clocks.png
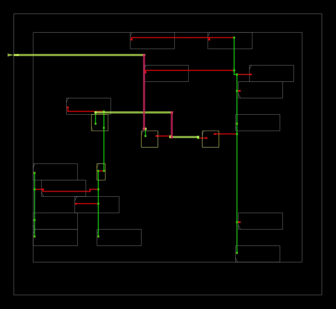
io_fan.png
Scale: 10 px per µm.
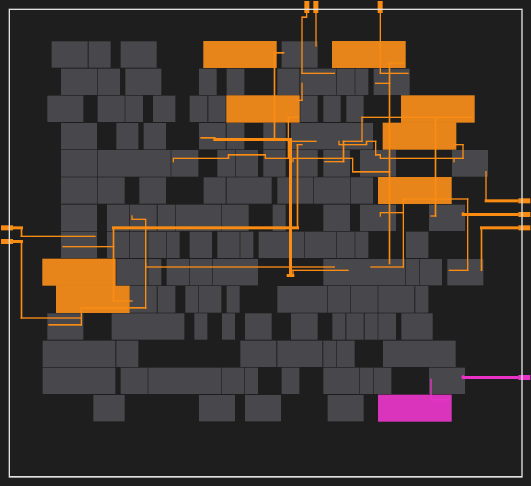
wires.png
Scale: 8 px per µm.
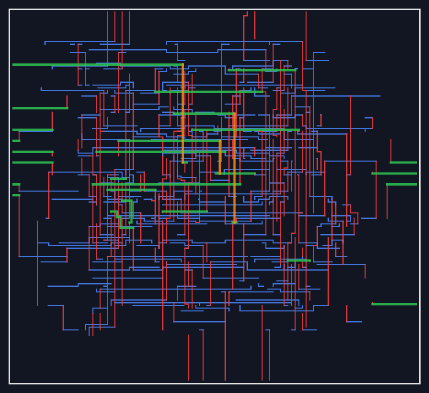
logic_types.png
Scale: 8 px per µm.
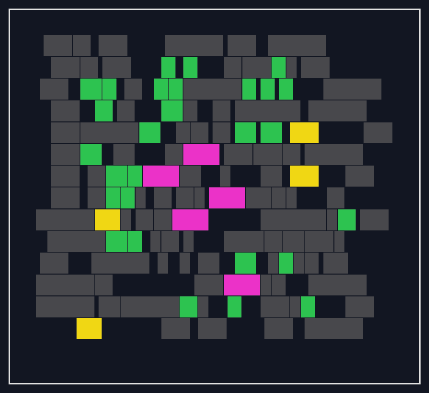
[src/rtl/b3_serial_incr_pkg.sv]
// Shared definitions for the digit-serial base-3 counter: ternary digit
// encodings, FSM states and a digit sanitiser used on loads.
package b3_serial_incr_pkg;

  localparam logic [1:0] B3_ZERO = 2'b00;
  localparam logic [1:0] B3_ONE  = 2'b01;
  localparam logic [1:0] B3_TWO  = 2'b10;
  localparam logic [1:0] B3_ILL  = 2'b11;

  typedef enum logic {
    S_IDLE = 1'b0,
    S_RUN  = 1'b1
  } state_t;

  // The illegal code 11 is replaced with zero so that the adder never sees it.
  function automatic logic [1:0] b3_sanitize(input logic [1:0] d);
    return (d == B3_ILL) ? B3_ZERO : d;
  endfunction

endpackage

[src/rtl/b3_serial_incr_if.sv]
// Command/status bundle of the base-3 serial counter. The master issues
// load/inc commands, and the slave (the counter) reports its contents and status.
interface b3_serial_incr_if #(
  parameter int N = 4
);
  logic           load;
  logic [2*N-1:0] load_val;
  logic           inc;
  logic [2*N-1:0] value;
  logic           busy;
  logic           done;
  logic           ovf;
  logic           err;

  modport master (
    output load, load_val, inc,
    input  value, busy, done, ovf, err
  );

  modport slave (
    input  load, load_val, inc,
    output value, busy, done, ovf, err
  );
endinterface

[src/rtl/b3_serial_incr_halfadder.sv]
// Single-digit base-3 half adder: adds a carry-in of 0 or 1 to one ternary digit.
module b3_halfadder
  import b3_serial_incr_pkg::*;
(
  input  logic [1:0] digit,
  input  logic       cin,
  output logic [1:0] sum,
  output logic       cout
);

  // The illegal code falls through to zero. Loads sanitise digits, so that code is never presented here.
  always_comb begin
    sum  = B3_ZERO;
    cout = 1'b0;
    case (digit)
      B3_ZERO: sum = cin ? B3_ONE : B3_ZERO;
      B3_ONE:  sum = cin ? B3_TWO : B3_ONE;
      B3_TWO: begin
        sum  = cin ? B3_ZERO : B3_TWO;
        cout = cin;
      end
      default: sum = B3_ZERO;
    endcase
  end

endmodule

[src/rtl/b3_serial_incr.sv]
// N-digit base-3 counter register. Each increment ripples a carry LSB-first,
// one digit per clock, through a single shared half-adder cell.
module b3_serial_incr
  import b3_serial_incr_pkg::*;
#(
  parameter int N = 4
) (
  input  logic              clock,
  input  logic              reset_,
  b3_serial_incr_if.slave   bus
);

  localparam int PW = $clog2(N);
  localparam logic [PW-1:0] LAST_PTR = PW'(N - 1);

  state_t          state_q, state_d;
  logic [PW-1:0]   ptr_q, ptr_d;
  logic            carry_q, carry_d;
  logic [2*N-1:0]  value_q, value_d;
  logic            done_q, done_d;
  logic            ovf_q, ovf_d;
  logic            err_q, err_d;

  logic [2*N-1:0]  load_clean;
  logic            load_bad;
  logic [1:0]      digit_sel;
  logic [1:0]      ha_sum;
  logic            ha_cout;

  always_comb begin
    load_clean = '0;
    load_bad   = 1'b0;
    for (int i = 0; i < N; i++) begin
      load_clean[2*i +: 2] = b3_sanitize(bus.load_val[2*i +: 2]);
      if (bus.load_val[2*i +: 2] == B3_ILL) load_bad = 1'b1;
    end
  end

  assign digit_sel = value_q[{ptr_q, 1'b0} +: 2];

  b3_halfadder u_halfadder (
    .digit (digit_sel),
    .cin   (carry_q),
    .sum   (ha_sum),
    .cout  (ha_cout)
  );

  // The ripple ends when the carry dies out or the top digit has been processed.
  always_comb begin
    state_d = state_q;
    ptr_d   = ptr_q;
    carry_d = carry_q;
    value_d = value_q;
    done_d  = 1'b0;
    ovf_d   = ovf_q;
    err_d   = err_q;
    case (state_q)
      S_IDLE: begin
        if (bus.load) begin
          value_d = load_clean;
          err_d   = load_bad;
          ovf_d   = 1'b0;
        end else if (bus.inc) begin
          state_d = S_RUN;
          ptr_d   = '0;
          carry_d = 1'b1;
          ovf_d   = 1'b0;
        end
      end
      S_RUN: begin
        value_d[{ptr_q, 1'b0} +: 2] = ha_sum;
        carry_d = ha_cout;
        if (!ha_cout || (ptr_q == LAST_PTR)) begin
          state_d = S_IDLE;
          done_d  = 1'b1;
          ovf_d   = ha_cout && (ptr_q == LAST_PTR);
        end else begin
          ptr_d = ptr_q + 1'b1;
        end
      end
      default: state_d = S_IDLE;
    endcase
  end

  always_ff @(posedge clock) begin
    if (!reset_) begin
      state_q <= S_IDLE;
      ptr_q   <= '0;
      carry_q <= 1'b0;
      value_q <= '0;
      done_q  <= 1'b0;
      ovf_q   <= 1'b0;
      err_q   <= 1'b0;
    end else begin
      state_q <= state_d;
      ptr_q   <= ptr_d;
      carry_q <= carry_d;
      value_q <= value_d;
      done_q  <= done_d;
      ovf_q   <= ovf_d;
      err_q   <= err_d;
    end
  end

  assign bus.value = value_q;
  assign bus.busy  = (state_q == S_RUN);
  assign bus.done  = done_q;
  assign bus.ovf   = ovf_q;
  assign bus.err   = err_q;

endmodule

[src/flat_wrapper.sv]
// flat-port wrapper written by rule: the top's interface ports become plain ports
module b3_serial_incr_flat import b3_serial_incr_pkg::*;
#(
  parameter int N = 4
)
  (clock, reset_, bus_load, bus_load_val, bus_inc, bus_value, bus_busy, bus_done, bus_ovf, bus_err);
  b3_serial_incr_if #(.N(N)) bus_i ();
  input  logic clock;
  input  logic reset_;
  input wire logic [$bits(bus_i.load)-1:0] bus_load;
  input wire logic [$bits(bus_i.load_val)-1:0] bus_load_val;
  input wire logic [$bits(bus_i.inc)-1:0] bus_inc;
  output wire logic [$bits(bus_i.value)-1:0] bus_value;
  output wire logic [$bits(bus_i.busy)-1:0] bus_busy;
  output wire logic [$bits(bus_i.done)-1:0] bus_done;
  output wire logic [$bits(bus_i.ovf)-1:0] bus_ovf;
  output wire logic [$bits(bus_i.err)-1:0] bus_err;
  assign bus_i.load = bus_load;
  assign bus_i.load_val = bus_load_val;
  assign bus_i.inc = bus_inc;
  assign bus_value = bus_i.value;
  assign bus_busy = bus_i.busy;
  assign bus_done = bus_i.done;
  assign bus_ovf = bus_i.ovf;
  assign bus_err = bus_i.err;
  b3_serial_incr #(.N(N)) u_core (.clock(clock), .reset_(reset_), .bus(bus_i));
endmodule
[config.mk]
export PLATFORM = sky130hd
export DESIGN_NAME = b3_serial_incr_flat
export DESIGN_NICKNAME = d
export VERILOG_FILES = /design/src/rtl/b3_serial_incr_pkg.sv /design/src/rtl/b3_serial_incr_if.sv /design/src/rtl/b3_serial_incr_halfadder.sv /design/src/rtl/b3_serial_incr.sv /design/src/flat_wrapper.sv
export SDC_FILE = /design/constraint.sdc
export NUM_CORES = 1
export LEC_CHECK = 0
export CAP_MARGIN = 20
export CORE_ASPECT_RATIO = 0.9
export CORE_MARGIN = 3
export CORE_UTILIZATION = 51
export DETAILED_ROUTE_END_ITERATION = 10
export GPL_TIMING_DRIVEN = 1
export PLACE_DENSITY_LB_ADDON = 0.15
export SETUP_SLACK_MARGIN = 0.2
export SYNTH_ARGS = -nofsm -noshare
export SYNTH_HDL_FRONTEND = slang
export SYNTH_HIERARCHICAL = 1
export SYNTH_SLANG_ARGS = --single-unit
[constraint.sdc]
create_clock -name clock -period 5.15 [get_ports clock]
set_input_delay 1.03 -clock clock [delete_from_list [all_inputs] [get_ports clock]]
set_output_delay 1.03 -clock clock [all_outputs]
set_load 0.005 [all_outputs]
==> run_results.csv <==
group,metric,value,unit
final_layout,final_cell_mix,"23 x clkdlybuf4s50_1, 15 x dfxtp_1, 11 x nor2b_1, 9 x nand2_1",
logic_synthesis,ys_top_cells_by_area,"dfxtp_1 32%, nor2b_1 7.4%, ha_1 6.7%",
logic_synthesis,top_logic_kind,"simple AND/OR/NAND/NOR gates",
global_route,use_met2,32.65,%
final_layout,fillCellCount,146,
final_layout,fin_util,70.18,%
final_layout,layout_top_cell,"clkdlybuf4s50_1",
clock_tree,cts_resized,0,
sta,fin_crit_sh,49.33,%
critical_path,crit_fanout,16,
placement,dp.cells,151,
run,warnings,30,
drt,drcViolationCount,0,
logic_synthesis,fa_ha_area_share,6.693,%
logic_synthesis,synth_area,934.6,µm²
critical_path,slowest_stage,"dfxtp_1",
global_route,grt_pass1_vias,801,
global_route,busiest_layer,"met2",
worst_hold_path,whs_endpoint,"u_core/bus.ovf",
floorplan,std_cell_rows,14,
drt,num_vias,905,
placement,gp_congestion,0.8548,
sta,worst_pin_slew,0.6649,ns
floorplan,fp.dieH,46.62,µm
clock_tree,cts_tree,"yes",
sta,setup_viol,0,
sta,final_hold_viol_count,0,
power,switching_share,26.76,%
floorplan,core_area,1699,µm²
critical_path,path_depth,1,
drt,detail_route.wl_per_cell,14.74,µm
sta,fin_ws,2.610,ns
logic_synthesis,syn_area_per_cell,8.654,µm²
critical_path,r2r-end,"u_core/ptr_q[1]",
worst_hold_path,min_path_type,"register to register",
logic_synthesis,aoi_share,21.82,%
logic_synthesis,ys_seq_elements,15,
placement,pre_cts_ws,2.564,ns
placement,place_area,1166,µm²
sta,slew_headroom,55.59,%
critical_path,end_kind,"primary output",
power,p_leak,0.4267,nW
sta,setup_tns,0,ns
clock_tree,clk_pin_slew,0.08,ns
logic_synthesis,ys_cells,108,
global_route,antenna_found_initial,0,
critical_path,startpoint,"u_core/bus.busy",
power,power_frac_seq,51.7,%
global_route,overflow,0,
clock_tree,cts_setup_buffers,0,
critical_path,worst_r2r_path_depth,5,
sta,rsz0062_at_grt,"false",
logic_synthesis,xor_share,0.9371,%
critical_path,cp.required,4.12,ns
run_status,status,"completed",
global_route,grt_pass1_wl,3726,µm
final_layout,fin_area,1192,µm²
logic_synthesis,ys_area,934.6,µm²
global_route,grt_use_total,21.60,%
power,power_density,208.7,nW/µm²
logic_synthesis,postSynthCellCount,108,
logic_synthesis,yosysTopAreaCell,"dfxtp_1",
drt,ant_nets,0,
drt,first_iter_violations,21,
critical_path,reg2reg_setup_slack,3.03,ns
drt,dr.pass1.iters,4,
drt,drt-total-wl,2285,µm
critical_path,arrival,1.51,ns
critical_path,path_delay_family,"flip-flops",
-- clocks.png (at the start) --
clock skew: 0.005278 ns
clock buf count: 4
CTS sink count: 15
P_clk: 0.0678 mW
Late-Pin Clk Latency: 0.28 ns

-- io_fan.png (at the start) --
legend:
  orange:
    port: bus_value
    bits: 8
    direction: output
    edge: 3 north, 3 east, 2 west
    end_cells: 8
    wire: 317 µm
  magenta:
    port: bus_done
    bits: 1
    direction: output
    edge: east
    end_cells: 1
    wire: 9.50 µm
I/O Buffers: 23
Ports: 24

-- wires.png (at the start) --
legend:
  red:
    layer: metal 2
    wire_length: 1000 µm
  orange:
    layer: metal 4
    wire_length: 29.9 µm
  green:
    layer: metal 3
    wire_length: 182 µm
  blue:
    layer: metal 1
    wire_length: 1070 µm

-- logic_types.png (at the start) --
legend:
  yellow:
    family: non-inverting ao/oa cells
    cells: 4
  magenta:
    family: fa/ha/maj cells
    cells: 5
    most_used: ha_1
    where: centre
  green:
    family: aoi and oai cells
    cells: 28

metal layers:
metal / wire length [µm] / vias up
met5: 0 / -
met1: 1073 / 413
met2: 1000 / 41
met3: 181 / 6
li1: - / 445
met4: 29 / 0
power by group through the flow:
stage / logic (mW) / registers [mW] / clock network [mW]
floorplan: 0.0279 / 0.129 / 0
global placement: 0.0509 / 0.131 / 0
detailed placement: 0.0519 / 0.131 / 0
CTS: 0.0522 / 0.129 / 0.0682
global route: 0.0572 / 0.130 / 0.0740
finish: 0.0524 / 0.129 / 0.0678
state kept, by name (all words and copies together), names as in the netlist:
name,count
u_core/bus.value,8
u_core/bus.busy,1
u_core/bus.ovf,1
u_core/ptr_q,2
u_core/bus.err,1
u_core/carry_q,1
u_core/bus.done,1
final cells by class:
class / instances / area (µm²) / share of cell area (%)
Clock buffer: 4 / 26.28 / 2.204
Inverter: 4 / 15.01 / 1.259
Multi-Input combinational cell: 85 / 590.6 / 49.53
Sequential cell: 15 / 300.3 / 25.18
Tap cell: 24 / 30.03 / 2.518
Timing Repair Buffer: 23 / 230.2 / 19.31
synthesized netlist by cell type:
master	instances
a21boi_1	1
a21oi_1	8
a221o_1	2
a22oi_1	2
a31o_2	2
a31oi_1	1
and2_1	3
and2b_1	1
and3_1	1
and3b_2	1
and4b_1	2
buf_2	2
buf_4	1
buf_6	1
dfxtp_1	15
ha_1	5
inv_1	4
mux4_2	2
nand2_1	9
nand2b_1	1
nand2b_4	1
nand3_1	2
nand3b_1	1
nand4_1	4
nand4b_1	1
nor2_1	3
nor2b_1	11
nor3_1	3
nor3b_1	1
o21ai_0	8
o22ai_1	2
o31ai_1	6
xnor2_1	1
Power and IR drop assume default switching activity.
